Figure 1. Sequential cells grouped by signal name.
Drawn at 4 px/um. Other sequential cells in the stronger gray, the rest of the logic in the fainter gray.
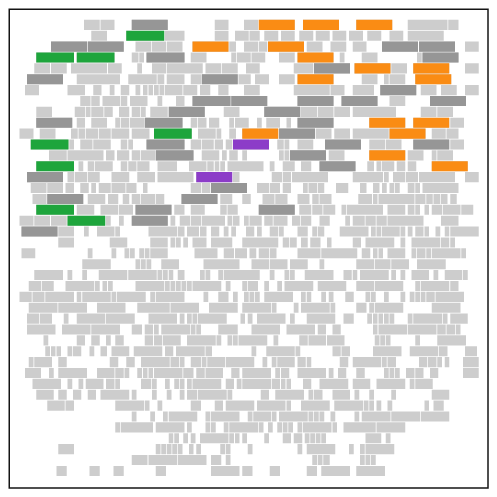
Figure 2. Routed clock nets over the placement.
Drawn at 4 px/um.
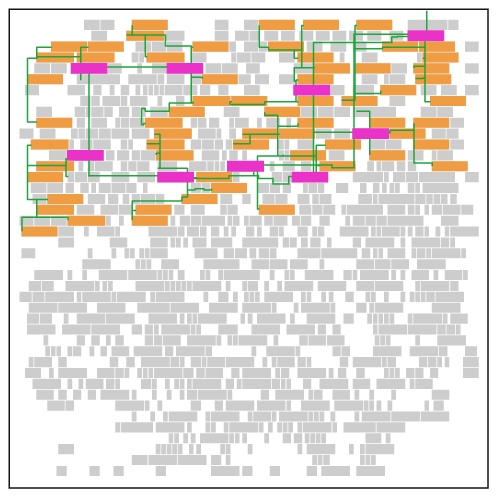
Figure 3. Congestion heat map.
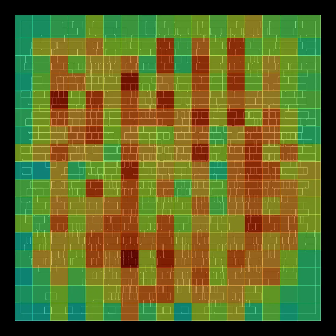
Figure 4. Cells colored by class.
Drawn at 4 px/um. Fill, decap, tap and diode cells in gray.
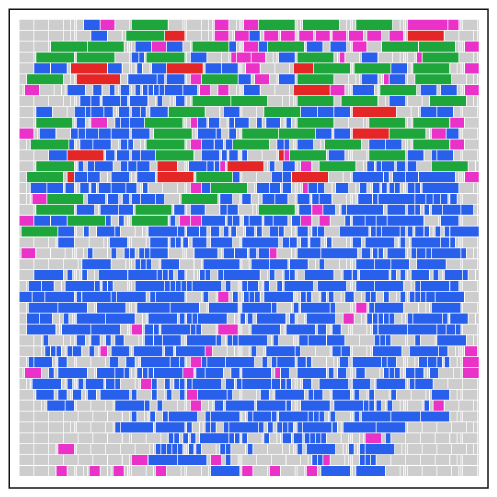
Figure 5. Power grid.
Drawn at 3 px/um. Pins as bars on the die edge.
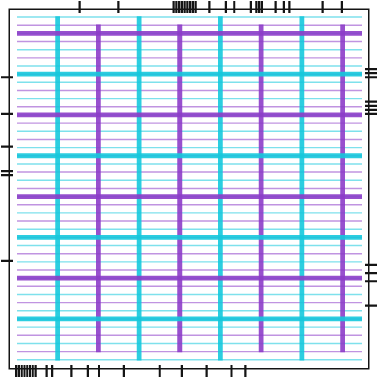
`config.mk`:
```
export PLATFORM = sky130hd
export DESIGN_NAME = envelope_shaper
export DESIGN_NICKNAME = d
export VERILOG_FILES = /design/src/rtl/envelope_shaper.sv
export SDC_FILE = /design/constraint.sdc
export NUM_CORES = 1
export LEC_CHECK = 0
export CAP_MARGIN = 20
export CORE_MARGIN = 2
export CORE_UTILIZATION = 55
export CTS_CLUSTER_SIZE = 16
export DETAILED_ROUTE_END_ITERATION = 10
export GPL_TIMING_DRIVEN = 0
export PLACE_DENSITY_LB_ADDON = 0.12
export SLEW_MARGIN = 20
export SYNTH_ARGS = -nofsm -noshare
export SYNTH_HDL_FRONTEND = slang
export SYNTH_SLANG_ARGS = --single-unit
```
`constraint.sdc`:
```
create_clock -name clk_in -period 4.98 [get_ports clk_in]
set_input_delay 0.996 -clock clk_in [delete_from_list [all_inputs] [get_ports clk_in]]
set_output_delay 0.996 -clock clk_in [all_outputs]
set_load 0.01 [all_outputs]
```
`src/rtl/envelope_shaper.sv`:
```
// envelope_shaper: applies an 8-bit attack/sustain/release gain envelope to a
// signed 16-bit sample stream. Configuration registers arrive over a simple
// address/data write port; the envelope advances once per input sample.
// Build option: define ENVELOPE_SHAPER_RELEASE_EN to enable the RELEASE ramp.
// Without it, key-off drops the level to silence at the next sample.
module envelope_shaper (
    input  logic        clk_in,
    input  logic        reset_in,
    input  logic [15:0] data_in,
    input  logic [3:0]  addr_in,
    input  logic        data_valid_in,
    input  logic [15:0] sample_in,
    input  logic        sample_valid_in,
    output logic [15:0] sample_out,
    output logic        sample_valid_out,
    output logic [1:0]  env_state_out
);

    typedef enum logic [1:0] {
        S_IDLE    = 2'd0,
        S_ATTACK  = 2'd1,
        S_SUSTAIN = 2'd2,
        S_RELEASE = 2'd3
    } env_state_t;

    localparam logic [3:0] ADDR_KEY     = 4'hC;
    localparam logic [3:0] ADDR_ATTACK  = 4'hD;
`ifdef ENVELOPE_SHAPER_RELEASE_EN
    localparam logic [3:0] ADDR_RELEASE = 4'hE;
`endif
    localparam logic [3:0] ADDR_TARGET  = 4'hF;

    // Configuration registers
    logic        key_q;
    logic [7:0]  attack_rate_q;
    logic [7:0]  target_q;
`ifdef ENVELOPE_SHAPER_RELEASE_EN
    logic [7:0]  release_rate_q;
    logic [8:0]  release_diff;
`endif

    // Envelope state
    env_state_t  state_q, state_d, step_state;
    logic [7:0]  level_q, level_d;
    logic        key_seen_q, key_seen_d;   // key value seen at the previous update
    logic [8:0]  attack_sum;

    // Gain pipeline
    logic signed [24:0] sample_ext;
    logic signed [24:0] level_ext;
    logic signed [24:0] prod_d;
    logic signed [24:0] prod_q;
    logic               valid1_q;
    logic [15:0]        sample_out_q;
    logic               valid_out_q;
    logic               unused_bits;

    // Register writes; a write landing on a sample strobe only takes effect
    // from the following strobe because the update logic reads the _q values.
    always_ff @(posedge clk_in or negedge reset_in) begin
        if (!reset_in) begin
            key_q          <= 1'b0;
            attack_rate_q  <= 8'h01;
            target_q       <= 8'hFF;
`ifdef ENVELOPE_SHAPER_RELEASE_EN
            release_rate_q <= 8'h01;
`endif
        end else if (data_valid_in) begin
            case (addr_in)
                ADDR_KEY:     key_q          <= data_in[0];
                ADDR_ATTACK:  attack_rate_q  <= data_in[7:0];
`ifdef ENVELOPE_SHAPER_RELEASE_EN
                ADDR_RELEASE: release_rate_q <= data_in[7:0];
`endif
                ADDR_TARGET:  target_q       <= data_in[7:0];
                default:      ;
            endcase
        end
    end

    // Envelope state, level and key-edge tracking registers
    always_ff @(posedge clk_in or negedge reset_in) begin
        if (!reset_in) begin
            state_q    <= S_IDLE;
            level_q    <= 8'h00;
            key_seen_q <= 1'b0;
        end else begin
            state_q    <= state_d;
            level_q    <= level_d;
            key_seen_q <= key_seen_d;
        end
    end

    // Next envelope state/level: key edges pick the state whose step is applied
    // at this strobe, then that state's step computes the new level.
    always_comb begin
        state_d    = state_q;
        level_d    = level_q;
        key_seen_d = key_seen_q;
        step_state = state_q;
        attack_sum = {1'b0, level_q} + {1'b0, attack_rate_q};
`ifdef ENVELOPE_SHAPER_RELEASE_EN
        release_diff = {1'b0, level_q} - {1'b0, release_rate_q};
`endif
        if (sample_valid_in) begin
            key_seen_d = key_q;
            if (key_q && !key_seen_q) begin
                step_state = S_ATTACK;
            end else if (!key_q && key_seen_q &&
                         (state_q == S_ATTACK || state_q == S_SUSTAIN)) begin
`ifdef ENVELOPE_SHAPER_RELEASE_EN
                step_state = S_RELEASE;
`else
                step_state = S_IDLE;
`endif
            end
            case (step_state)
                S_ATTACK: begin
                    // Saturate at target; also covers a target below the level.
                    if (attack_rate_q == 8'h00 || attack_sum >= {1'b0, target_q}) begin
                        level_d = target_q;
                        state_d = S_SUSTAIN;
                    end else begin
                        level_d = attack_sum[7:0];
                        state_d = S_ATTACK;
                    end
                end
                S_SUSTAIN: begin
                    level_d = target_q;
                    state_d = S_SUSTAIN;
                end
                S_RELEASE: begin
`ifdef ENVELOPE_SHAPER_RELEASE_EN
                    // Borrow out of bit 8 means the step would go below zero.
                    if (release_rate_q == 8'h00 || release_diff[8] ||
                        release_diff[7:0] == 8'h00) begin
                        level_d = 8'h00;
                        state_d = S_IDLE;
                    end else begin
                        level_d = release_diff[7:0];
                        state_d = S_RELEASE;
                    end
`else
                    level_d = 8'h00;
                    state_d = S_IDLE;
`endif
                end
                default: begin
                    level_d = 8'h00;
                    state_d = S_IDLE;
                end
            endcase
        end
    end

    // Signed sample times unsigned level; the product uses the pre-update level.
    assign sample_ext = {{9{sample_in[15]}}, sample_in};
    assign level_ext  = {17'd0, level_q};
    assign prod_d     = sample_ext * level_ext;

    // Two-stage output pipeline: multiply, then shift/hold register.
    always_ff @(posedge clk_in or negedge reset_in) begin
        if (!reset_in) begin
            valid1_q     <= 1'b0;
            prod_q       <= '0;
            valid_out_q  <= 1'b0;
            sample_out_q <= 16'h0000;
        end else begin
            valid1_q    <= sample_valid_in;
            valid_out_q <= valid1_q;
            if (sample_valid_in) begin
                prod_q <= prod_d;
            end
            // Taking bits [23:8] of the two's-complement product is an
            // arithmetic shift by 8 that rounds toward minus infinity.
            if (valid1_q) begin
                sample_out_q <= prod_q[23:8];
            end
        end
    end

    assign sample_out       = sample_out_q;
    assign sample_valid_out = valid_out_q;
    assign env_state_out    = state_q;

    assign unused_bits = ^{data_in[15:8], prod_q[24], prod_q[7:0]};

endmodule

```
==> results.txt <==
fresh numbers from the pnr run: R2R setup slack=0.17 ns, synthesized netlist cell count=757, Combinational Power=2680 uW, Setup Buffers After CTS=3, Synth Cell Area=0.007313 sq mm, fmax=205.5 MHz, Final min period=4.866 ns, H-tree levels=3, busiest grt layer=met2, HPWL reported at the end of detailed placement=13,040 um, TritonCTS Buffers=9, Met2 Routed Length=8623 um, clock network power share=16.5%, Power Internal=2357 uW, number of enable flip-flop cells=0, Non-Clock Buffer Count=86, first-pass GRT wire length=28,120 um, Biggest Area Class=logic gates, Cells after DPL=984, largest net degree at the start of global routing=52, clock buffer count=13, Top cell area share=27.37%, ranking of synthesized cells by area=fa_1, dfrtp_1, ha_1, P_sw=1785 uW, status=finished clean, WL met1=6788 um, reg2reg end=prod_q[16], clk buf depth=2, Synth area leader=fa_1, Reg area=0.001568 sq mm, Die Size=0.01423 sq mm, Setup Skew=0.005381 ns, Power Clock=685 uW, flop count=62, Core Util, Final=66.35%, yosys cell count=757, Crit. End Element=flip-flop, synth cell count leaders=inv_1, fa_1, nand2_1, ha_1, dfrtp_1, leakage=0.004358 uW, Top delay family on crit path=adder cells, Crit Path Max Fanout=8, PortBufs=50, total congestion overflow=0, Setup crit end=prod_q[16]
-- Figure 1 (at the start) --
legend:
  purple:
    name_in_the_netlist: env_state_out
    placed_flops: 2
  green:
    name_in_the_netlist: target_q
    placed_flops: 8
  orange:
    name_in_the_netlist: sample_out
    placed_flops: 16

-- Figure 2 (at the start) --
legend:
  orange:
    item: flip-flops
    count: 62
  green:
    item: clock wires
    length: 784 um
  magenta:
    item: clock drivers
    count: 9
routed clock nets: 10

-- Figure 3 (at the start) --
met3 usage: 4.981%
met1 Use GR: 30.74%
Total GRT Usage: 25.15%

-- Figure 4 (at the start) --
legend:
  magenta:
    class: remaining buffers and delay cells
    cells: 86
    share_of_their_area: 8.7%
  blue:
    class: combinational and other logic
    cells: 675
    share_of_their_area: 69%
  red:
    class: clock drivers and dummy loads
    cells: 16
    share_of_their_area: 3.9%
  green:
    class: sequential cells
    cells: 62
    share_of_their_area: 18%

-- Figure 5 (at the start) --
legend:
  cyan:
    net: VSS
  purple:
    net: VDD
met4 straps: 8
met1 rails: 43
met5 straps: 8
signal pins: 59
rows: 42
Core ar.: 0.01314 sq mm
width of the die: 119.3 um
VDD IR max: 0.3232 mV
Die H: 119.3 um

[per-stage QoR]
| stage | power [uW] | setup WS, ns |
|---|---|---|
| 4_1_cts | 3982 | 0.005644 |
| 2_1_floorplan | 2498 | 0.02486 |
| 3_5_place_dp | 3207 | -1.053 |
| 6_report | 4142 | 0.1140 |
| 3_3_place_gp | 3121 | -1.003 |
| 5_1_grt | 4528 | -0.01463 |
[logic make-up (layout without fill, tap and decap cells)]
family,count (synthesis),in the layout,synth area share (%)
AND/OR/NAND/NOR,194,194,13.34
XOR/XNOR,25,25,2.994
flip-flops,62,62,21.37
adder cells (fa/ha/maj),161,161,37.81
buffers and inverters,192,274,9.906
AND-OR/OR-AND,77,77,7.477
multiplexers,46,46,7.100
Power figures rest on the tool's default switching activity, not on a simulated workload.
